### src/rtl/uart_pkg.sv
// Shared UART definitions: frame state encoding, line levels and the
// default bit-period derivation used by both the transmit and receive paths.
package uart_pkg;

  typedef enum logic [2:0] {
    IDLE,
    START,
    DATA,
    PARITY,
    STOP
  } uart_state_t;

  localparam logic UART_IDLE_LEVEL = 1'b1;
  localparam logic START_LEVEL     = 1'b0;
  localparam logic STOP_LEVEL      = 1'b1;

  localparam int DEFAULT_CLK_HZ = 100_000_000;
  localparam int DEFAULT_BAUD   = 115_200;

  // Integer clocks per bit; the small rounding error is absorbed by the receiver's mid-bit sampling.
  function automatic int clks_per_bit(input int clk_hz, input int baud);
    return clk_hz / baud;
  endfunction

  localparam int DEFAULT_CLKS_PER_BIT = clks_per_bit(DEFAULT_CLK_HZ, DEFAULT_BAUD);

endpackage

### src/rtl/uart_baud_cnt.sv
// Bit-period timer: counts 0..CLKS_PER_BIT-1 while enabled and flags the
// terminal count. Shared between the UART transmit and receive paths.
module uart_baud_cnt #(
  parameter int CLKS_PER_BIT = 868
) (
  input  logic clk,
  input  logic rst,
  input  logic clear,
  input  logic enable,
  output logic bit_end
);

  localparam int CW = (CLKS_PER_BIT > 1) ? $clog2(CLKS_PER_BIT) : 1;
  localparam logic [CW-1:0] LAST = CW'(CLKS_PER_BIT - 1);

  logic [CW-1:0] cnt;

  always_ff @(posedge clk) begin
    if (rst || clear) begin
      cnt <= '0;
    end else if (enable) begin
      if (cnt == LAST) begin
        cnt <= '0;
      end else begin
        cnt <= cnt + CW'(1);
      end
    end
  end

  assign bit_end = enable && (cnt == LAST);

endmodule

### src/rtl/uart_tx_framer.sv
// UART transmitter: accepts a word over a valid/ready handshake and sends
// start, LSB-first data, optional parity and stop bits on a registered tx line.
module uart_tx_framer
  import uart_pkg::*;
#(
  parameter int DATA_BITS    = 8,
  parameter int CLKS_PER_BIT = DEFAULT_CLKS_PER_BIT,
  parameter int PARITY_EN    = 1,
  parameter int PARITY_ODD   = 0,
  parameter int STOP_BITS    = 1
) (
  input  logic                 clk,
  input  logic                 rst,
  input  logic [DATA_BITS-1:0] tx_data,
  input  logic                 tx_start,
  output logic                 tx_ready,
  output logic                 tx_done,
  output logic                 tx
);

  localparam int BW = $clog2(DATA_BITS + 1);
  localparam logic [BW-1:0] LAST_DATA = BW'(DATA_BITS - 1);
  localparam logic [BW-1:0] LAST_STOP = BW'(STOP_BITS - 1);

  uart_state_t state;
  uart_state_t state_next;

  logic [DATA_BITS-1:0] shift;
  logic                 parity_bit;
  logic [BW-1:0]        bit_cnt;
  logic                 tx_reg;
  logic                 tx_next;
  logic                 accept;
  logic                 bit_end;
  logic                 last_data;
  logic                 last_stop;

  assign accept    = tx_start && (state == IDLE);
  assign last_data = (bit_cnt == LAST_DATA);
  assign last_stop = (bit_cnt == LAST_STOP);

  uart_baud_cnt #(
    .CLKS_PER_BIT(CLKS_PER_BIT)
  ) u_baud_cnt (
    .clk    (clk),
    .rst    (rst),
    .clear  (accept),
    .enable (state != IDLE),
    .bit_end(bit_end)
  );

  always_ff @(posedge clk) begin
    if (rst) begin
      state <= IDLE;
    end else begin
      state <= state_next;
    end
  end

  always_comb begin
    state_next = state;
    case (state)
      IDLE:    if (accept) state_next = START;
      START:   if (bit_end) state_next = DATA;
      DATA:    if (bit_end && last_data) state_next = (PARITY_EN != 0) ? PARITY : STOP;
      PARITY:  if (bit_end) state_next = STOP;
      STOP:    if (bit_end && last_stop) state_next = IDLE;
      default: state_next = IDLE;
    endcase
  end

  // The line level for the next bit is resolved here and registered, so tx only moves on bit boundaries.
  always_comb begin
    tx_ready = (state == IDLE);
    tx_done  = (state == STOP) && bit_end && last_stop;
    tx_next  = tx_reg;
    if (accept) begin
      tx_next = START_LEVEL;
    end else if (bit_end) begin
      case (state_next)
        START:   tx_next = START_LEVEL;
        DATA:    tx_next = (state == DATA) ? shift[1] : shift[0];
        PARITY:  tx_next = parity_bit;
        STOP:    tx_next = STOP_LEVEL;
        default: tx_next = UART_IDLE_LEVEL;
      endcase
    end
  end

  always_ff @(posedge clk) begin
    if (rst) begin
      shift      <= '0;
      parity_bit <= 1'b0;
      bit_cnt    <= '0;
      tx_reg     <= UART_IDLE_LEVEL;
    end else begin
      tx_reg <= tx_next;
      if (accept) begin
        shift      <= tx_data;
        parity_bit <= (^tx_data) ^ (PARITY_ODD != 0);
        bit_cnt    <= '0;
      end else if (bit_end) begin
        if (state == DATA) begin
          shift   <= shift >> 1;
          bit_cnt <= last_data ? '0 : bit_cnt + BW'(1);
        end else if (state == STOP) begin
          bit_cnt <= last_stop ? '0 : bit_cnt + BW'(1);
        end
      end
    end
  end

  assign tx = tx_reg;

endmodule

### config.mk
export PLATFORM = sky130hd
export DESIGN_NAME = uart_tx_framer
export DESIGN_NICKNAME = d
export VERILOG_FILES = /design/src/rtl/uart_pkg.sv /design/src/rtl/uart_baud_cnt.sv /design/src/rtl/uart_tx_framer.sv
export SDC_FILE = /design/constraint.sdc
export NUM_CORES = 1
export LEC_CHECK = 0
export CORE_MARGIN = 2
export CORE_UTILIZATION = 51
export DETAILED_ROUTE_END_ITERATION = 10
export PLACE_DENSITY = 0.77
export SYNTH_ARGS = -nofsm -noshare
export SYNTH_HDL_FRONTEND = slang
export SYNTH_SLANG_ARGS = --single-unit
### constraint.sdc
create_clock -name clk -period 4.35 [get_ports clk]
set_clock_uncertainty 0.05 [all_clocks]
set_input_delay 0.87 -clock clk [delete_from_list [all_inputs] [get_ports clk]]
set_output_delay 0.87 -clock clk [all_outputs]
set_load 0.02 [all_outputs]
**Routing congestion map**

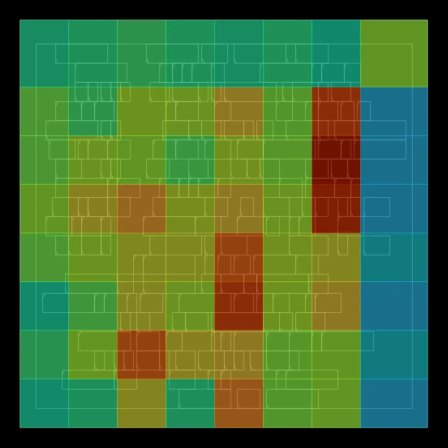
Post-Route Utilization: 59.66%
GR Layer Usage met2: 29.38%

**Sequential cells coloured by netlist name**

Scale: 8 px per um. Other sequential cells in the stronger grey, the rest of the logic in the fainter grey.
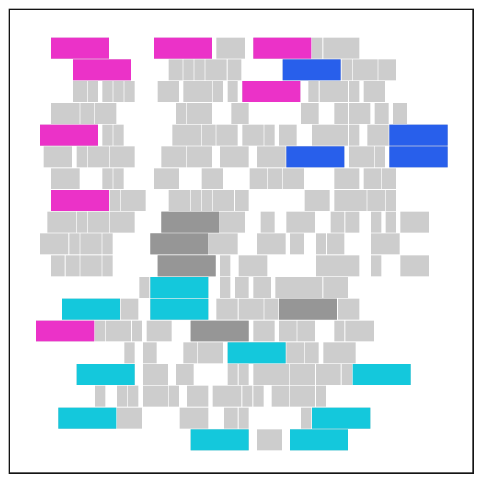
[u_baud_cnt.cnt] cyan | placed flops: 10
[bit_cnt] blue | placed flops: 4
[shift] magenta | placed flops: 8 | where: north-west

**M1 wires**

Scale: 4 px per um.
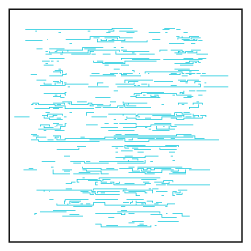
share of all routed wire: 50%
wire length on this layer: 1,410 um
longest straight run: 22.1 um
main direction: horizontal

**A small window of the routed layout**

Region (31, 31) to (56, 56) um. Cells in grey, sequential cells in the stronger grey; small squares are vias.
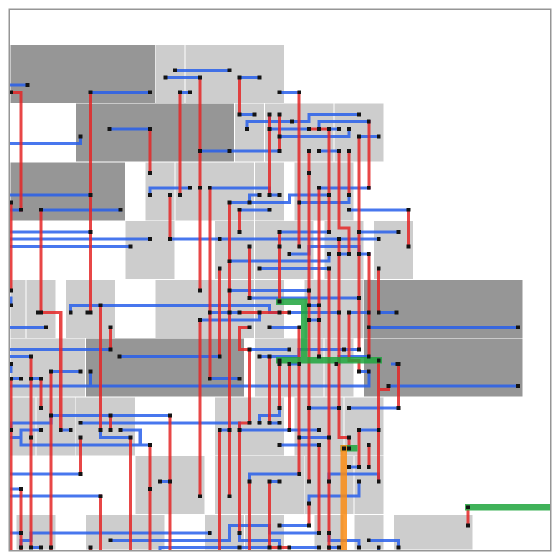
[met4] orange
[met2] red
[met1] blue
[met3] green
netlist names of flops here include: bit_cnt (4), shift (2)
cells with their middle in the window: 45
most frequent: dfxtp_1 (6), a21oi_1 (5), inv_1 (4)
sequential cells in the window: 6

==> out/results.tsv <==
metric	value	unit
outcome	finished, final reports clean	
TritonCTS Buffers	3	
Core Util at FP	53.54	%
WP data arrival	2.45	ns
worst vdd ir	0.1674	mV
Fin. Hold Viols	0	
Layout Nets	204	
Multi-In Gates	138	
Post-Syn Instances	179	
GR peak layer	met2	
Setup crit start	u_baud_cnt.cnt[0]$_SDFFE_PP0N_	
Site Rows	19	
count of non-CTS buffers in the layout	14	
post-CTS sizing	0	
RePlAce Congestion	0.8199	
Buffers on Ports	13	
Largest register FFs	10	
number of enable flip-flop cells	0	
final worst setup slack	0.9820	ns
Die Height	57.81	um
flip-flops	27	
Crit path largest cell delay	0.60	ns
GRT Util Overall	17.97	%
met3 GRT Util	2.455	%
clk slew on worst S/H paths	0.15	ns
Top reg by flops	u_baud_cnt.cnt	
total gr overflow	0	
inverters	6	
xor/xnor share of the synthesized area	10.08	%
Synth async-reset ratio	0	%
Die W	57.81	um
Max Clk Rate	296.9	MHz
RSZ-0062 raised after global routing	no	
Netlist cell types	41	
Net Sw Power	0.1163	mW
met1 GRT Util	23.41	%
mux frac, synth	2.712	%
antenna violations before repair	0	
met2 WL post-DR	1262	um
net count after synthesis	193	
main flop type	dfxtp_1	
CP Data Required Time	3.43	ns
clk buf depth	2	
crit path capture	tx_done	
Slowest cell on crit path	clkdlybuf4s50_1	
yosys cell count	179	
CTS tree	yes	
WHS	0.4115	ns
crit-path max FO	9	
Compound Share, Synth	16.53	%
yosys stat chip area	1476	sq um
commonest cells in the netlist	nand2_1 (28), dfxtp_1 (27), nor2_1 (18)	
largest net degree at the start of global routing	17	
CP Class	flop to output pin	
comb pwr	0.0688	mW
crit share post-route	77.43	%
WL/cell	12.78	um
buffer share of cell area	8.365	%
Int Power	0.3233	mW
max-capacitance violation count	0	
Sw Share	26.46	%
CLK BUF	3	
pre-CTS setup slack	1.370	ns
vias per inst	5.609	
Worst Hold End	shift[2]$_SDFFE_PP0P_	
Worst path depth	6	
register area share after synthesis	36.61	%
violation count after the first detailed-routing iteration	42	
setup TNS	0	ns
Largest regs	u_baud_cnt.cnt: 10 flops, shift: 8 flops, bit_cnt: 4 flops	
top power group	sequential cells	
top comb family, area	simple AND/OR/NAND/NOR gates	
Top Layout Cells	nand2_1 (28), dfxtp_1 (27), nor2_1 (18)	
P per Cell Area	267.2	nW/um^2
WP buf/inv	1	
hpwl dp	2129	um
hold_buf cts	0	
logic area	878.3	sq um
Placed Area	1618	sq um
Clock Power Share	25.0	%
Comb pwr share	15.6	%
Commonest Layout Cell	nand2_1	
ANT nets after route	0	
total wire length	2812	um
dpl cells	216	
Area leader share	36.61	%
drt drc	0	
total core area	2758	sq um
logic share of the area	53.38	%
final-report setup violation count	0	
adder share	2.542	%
Top class by area	logic gates	
H-Tree Depth	1	
total vias in the final route	1234	
Pleak	0.5867	nW
R2R Path End	shift[0]$_SDFFE_PP0P_	
DIE AREA	3341	sq um
clk tree area frac	1.673	%
register area	540.5	sq um
top-count cell post-synth	nand2_1	
critical-path cell list	ha_1 -> nand4b_1 -> nor3_4 -> nand2_1 -> nor2_1 -> clkdlybuf4s50_1	
hold depth	2	
Startpoint Class	flop	
r2r worst-path depth	6	
Cell Area, Synth	1476	sq um
clk ins delay skew pair	0.33	ns
Avg Inst Size Synth	8.248	sq um
number of fill cells	240	
No activity file was given, so power comes from the tool's default toggle rates.
